<file path="src/rtl/hwag_delta_angle_sched.sv">
// Delta-angle scheduler: one shared restoring divider computes
// dividend[i] / divisor for every enabled channel after each tooth.
// The results are published together at the following tooth.
module hwag_delta_angle_sched #(
  parameter int WIDTH = 24,
  parameter int CH    = 4
) (
  input  logic                clk,
  input  logic                rst,
  input  logic                ena,
  input  logic                tooth,
  input  logic [WIDTH-1:0]    divisor,
  input  logic [CH*WIDTH-1:0] dividend,
  input  logic [CH-1:0]       ch_ena,
  output logic [CH*WIDTH-1:0] delta,
  output logic [CH-1:0]       valid,
  output logic                busy,
  output logic                overrun
);

  localparam int CW = (CH > 1) ? $clog2(CH) : 1;
  localparam int BW = $clog2(WIDTH + 1);

  localparam logic [1:0] S_IDLE  = 2'd0;
  localparam logic [1:0] S_DIV   = 2'd1;
  localparam logic [1:0] S_STORE = 2'd2;

  logic [1:0]                  state_reg;
  logic [WIDTH-1:0]            snap_divisor_reg;
  logic [CH-1:0][WIDTH-1:0]    snap_dividend_reg;
  logic [CH-1:0]               snap_ch_ena_reg;
  logic [CW-1:0]               cur_ch_reg;
  logic [BW-1:0]               bit_cnt_reg;
  logic [WIDTH:0]              rem_reg;
  logic [WIDTH-1:0]            quo_reg;
  logic [WIDTH-1:0]            dvd_reg;
  logic [CH-1:0][WIDTH-1:0]    pending_reg;
  logic [CH-1:0]               done_reg;
  logic [CH-1:0][WIDTH-1:0]    delta_reg;
  logic [CH-1:0]               valid_reg;
  logic                        overrun_reg;

  logic [CH-1:0][WIDTH-1:0]    dividend_arr;
  logic                        first_any;
  logic [CW-1:0]               first_idx;
  logic                        has_next;
  logic [CW-1:0]               next_idx;
  logic [WIDTH:0]              rem_shift;
  logic                        rem_ge;
  logic [WIDTH:0]              rem_step;
  logic [WIDTH-1:0]            quo_step;
  logic [CH-1:0][WIDTH-1:0]    pending_fin;
  logic [CH-1:0]               done_fin;
  logic                        last_store;
  logic                        tooth_accept;
  logic                        tooth_abort;

  assign dividend_arr = dividend;

  // Channel selection: lowest enabled input channel, and next higher snapshot channel
  always_comb begin
    first_any = 1'b0;
    first_idx = '0;
    has_next  = 1'b0;
    next_idx  = '0;
    for (int i = CH - 1; i >= 0; i--) begin
      if (ch_ena[i]) begin
        first_any = 1'b1;
        first_idx = CW'(i);
      end
      if (snap_ch_ena_reg[i] && (i > int'(cur_ch_reg))) begin
        has_next = 1'b1;
        next_idx = CW'(i);
      end
    end
  end

  // One restoring-division step; a zero divisor naturally yields all ones
  always_comb begin
    rem_shift = {rem_reg[WIDTH-1:0], dvd_reg[WIDTH-1]};
    rem_ge    = (rem_shift >= {1'b0, snap_divisor_reg});
    rem_step  = rem_ge ? (rem_shift - {1'b0, snap_divisor_reg}) : rem_shift;
    quo_step  = {quo_reg[WIDTH-2:0], rem_ge};
  end

  // Results as they stand including a quotient being stored this cycle
  always_comb begin
    pending_fin = pending_reg;
    done_fin    = done_reg;
    if (state_reg == S_STORE) begin
      pending_fin[cur_ch_reg] = quo_reg;
      done_fin[cur_ch_reg]    = 1'b1;
    end
  end

  // A tooth on the last STORE completes the sequence rather than aborting it
  assign last_store   = (state_reg == S_STORE) && !has_next;
  assign tooth_accept = ena && tooth && ((state_reg == S_IDLE) || last_store);
  assign tooth_abort  = ena && tooth && !((state_reg == S_IDLE) || last_store);

  // Sequencer and shared divider datapath
  always_ff @(posedge clk) begin
    if (rst || !ena) begin
      state_reg         <= S_IDLE;
      snap_divisor_reg  <= '0;
      snap_dividend_reg <= '0;
      snap_ch_ena_reg   <= '0;
      cur_ch_reg        <= '0;
      bit_cnt_reg       <= '0;
      rem_reg           <= '0;
      quo_reg           <= '0;
      dvd_reg           <= '0;
      pending_reg       <= '0;
      done_reg          <= '0;
    end else if (tooth) begin
      // Any tooth (accepted or overrun) takes a fresh snapshot and restarts
      snap_divisor_reg  <= divisor;
      snap_dividend_reg <= dividend_arr;
      snap_ch_ena_reg   <= ch_ena;
      pending_reg       <= '0;
      done_reg          <= '0;
      cur_ch_reg        <= first_idx;
      bit_cnt_reg       <= '0;
      rem_reg           <= '0;
      quo_reg           <= '0;
      dvd_reg           <= dividend_arr[first_idx];
      state_reg         <= first_any ? S_DIV : S_IDLE;
    end else begin
      case (state_reg)
        S_IDLE: begin
        end
        S_DIV: begin
          rem_reg     <= rem_step;
          quo_reg     <= quo_step;
          dvd_reg     <= {dvd_reg[WIDTH-2:0], 1'b0};
          bit_cnt_reg <= bit_cnt_reg + 1'b1;
          if (bit_cnt_reg == BW'(WIDTH - 1)) begin
            state_reg <= S_STORE;
          end
        end
        S_STORE: begin
          pending_reg <= pending_fin;
          done_reg    <= done_fin;
          if (has_next) begin
            cur_ch_reg  <= next_idx;
            bit_cnt_reg <= '0;
            rem_reg     <= '0;
            quo_reg     <= '0;
            dvd_reg     <= snap_dividend_reg[next_idx];
            state_reg   <= S_DIV;
          end else begin
            state_reg <= S_IDLE;
          end
        end
        default: state_reg <= S_IDLE;
      endcase
    end
  end

  // Published outputs: change only on an accepted tooth or clear
  always_ff @(posedge clk) begin
    if (rst || !ena) begin
      delta_reg   <= '0;
      valid_reg   <= '0;
      overrun_reg <= 1'b0;
    end else begin
      overrun_reg <= tooth_abort;
      if (tooth_accept) begin
        delta_reg <= pending_fin;
        valid_reg <= done_fin;
      end
    end
  end

  assign delta   = delta_reg;
  assign valid   = valid_reg;
  assign overrun = overrun_reg;
  assign busy    = (state_reg != S_IDLE);

endmodule

</file>
<file path="config.mk">
export PLATFORM = sky130hd
export DESIGN_NAME = hwag_delta_angle_sched
export DESIGN_NICKNAME = d
export VERILOG_FILES = /design/src/rtl/hwag_delta_angle_sched.sv
export SDC_FILE = /design/constraint.sdc
export NUM_CORES = 1
export LEC_CHECK = 0
export ABC_AREA = 0
export CAP_MARGIN = 30
export CORE_MARGIN = 2
export CORE_UTILIZATION = 45
export CTS_BUF_LIST = sky130_fd_sc_hd__clkbuf_8
export CTS_CLUSTER_SIZE = 28
export DETAILED_ROUTE_END_ITERATION = 6
export PLACE_DENSITY = 0.63
export SLEW_MARGIN = 20
export SYNTH_ARGS = -nofsm -noshare
export SYNTH_HDL_FRONTEND = slang
export SYNTH_SLANG_ARGS = --single-unit
</file>
<file path="constraint.sdc">
create_clock -name clk -period 6.1 [get_ports clk]
set_input_delay 1.525 -clock clk [delete_from_list [all_inputs] [get_ports clk]]
set_output_delay 1.525 -clock clk [all_outputs]
set_load 0.02 [all_outputs]
</file>
==> images/sizes.png <==
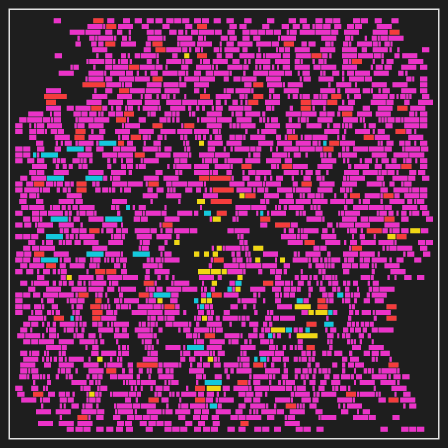
cyan -> _2 cells  # cells 35, share 1.7%, most used mux4_2
magenta -> _0 and _1 cells  # cells 1944, share 92%, most used dfxtp_1
yellow -> _3 and _4 cells  # cells 35, share 1.7%, most used buf_4
red -> _6 and larger  # cells 104, share 4.9%, most used clkbuf_8
bufs w/o clock: 258
design area: 0.02133 mm^2
synthesis-to-finish area growth: 24.06%

==> images/placement_by_type.png <==
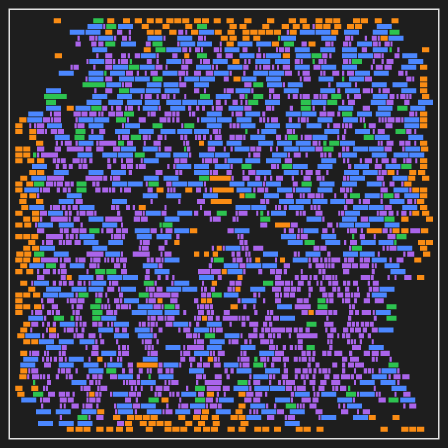
blue -> sequential cells  # cells 404, share of their area 39%
green -> clock drivers and dummy loads  # cells 118, share of their area 6.9%
orange -> remaining buffers and delay cells  # cells 258, share of their area 13%
purple -> combinational and other logic  # cells 1338, share of their area 41%
sequential cell area share: 0.3793
placeable core area: 0.03767 mm^2

==> run summary <==
Synthesis and place-and-route results.

- On the final layout, the worst clock skew is 21.90 ps.
- The register clock-pin slew on the reported worst setup and hold paths is 60 ps.
- The final hold violation count is 0.
- The amount of wire on met2 after detailed routing is 21.90 mm.
- The maximum fanout along the worst path is 82.
- The first global-routing pass estimated 74.01 mm of wire.
- met2 is the most crowded layer.
- The synthesized instance count is 1889.
- The dominant cell by count in the synthesized netlist is sky130_fd_sc_hd__dfxtp_1.
- The worst hold path class is reg -> reg.
- The placement row count is 71.
- The fill cell total of the finished layout is 3439.
- The timing report gives the biggest stage delay along the critical path as 760 ps.
- The number of max-slew violations in the final report is 0.
- The fraction of final cell area spent on non-clock buffers in this run is 0.1227.
- The final estimated routing congestion in global placement is 0.8396.
- Per the layout area report, the combinational gate area comes to 0.008412 mm^2.
- Of the available clock period, the critical path in the final layout requires 0.6191.
- Yosys reported that registers with async set or reset make up 0.
- Measured along the y axis, the die boundary spans 199.4 um.
- The worst hold path cell count is 2.
- The number of cells reported by Yosys stat comes to 1889.
- The run reported a max-capacitance violation count of 0.
- The floorplan report lists the tap cell count as 511.
- The floorplan die width is 199.4 um.
- OpenSTA lists the critical path startpoint as ena.
- The floorplan core density is 0.4564.
- The initial antenna violation count is 0.
- The stage logs contain a warning count of 28.
- Per the skew report, the later register of the worst-skew pair sees a clock latency of 610 ps.
- The number of global-route vias before repair is 13960.
- The flow ran to the end, and the final reports show no timing, DRC or antenna violations.
- TritonCTS built the clock tree.
- The cell chosen for the clock root is sky130_fd_sc_hd__clkbuf_8.
- The CTS H-tree depth is 3.
==> images/flops_by_reg.png <==
Other sequential cells in the stronger grey, the rest of the logic in the fainter grey.
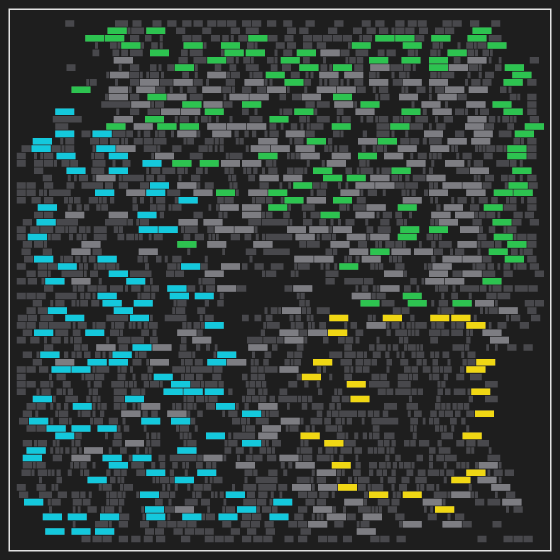
green -> delta  # sequential cells 96
cyan -> snap_dividend_reg  # sequential cells 95
yellow -> rem_reg  # sequential cells 24
Register Area: 0.008088 mm^2
Sequential Power: 2.73 mW
Util after Layout: 0.5662

## where the power goes
part           switching (mW)  internal [mW]  total [mW]  leakage (nW)
clock                    1.11           1.41        2.52         0.807
combinational           0.363          0.286       0.649          3.80
sequential             0.0359           2.70        2.73          3.27
total                    1.50           4.39        5.90          7.88
## cells by family after synthesis
kind of cell,share of synthesized area
xor gates and xnor gates,0.009681
DFF,0.4705
adders and majority gates,0.01936
muxes,0.1465
AOI/OAI and AO/OA,0.1572
and+or+nand+nor,0.1528
buffers and inverters,0.04397
## critical path, delay by kind of cell
kind	cells	cell delay (ps)
simple gates	3	1390
buf+inv	2	1240
No activity file was given, so power comes from the tool's default toggle rates.
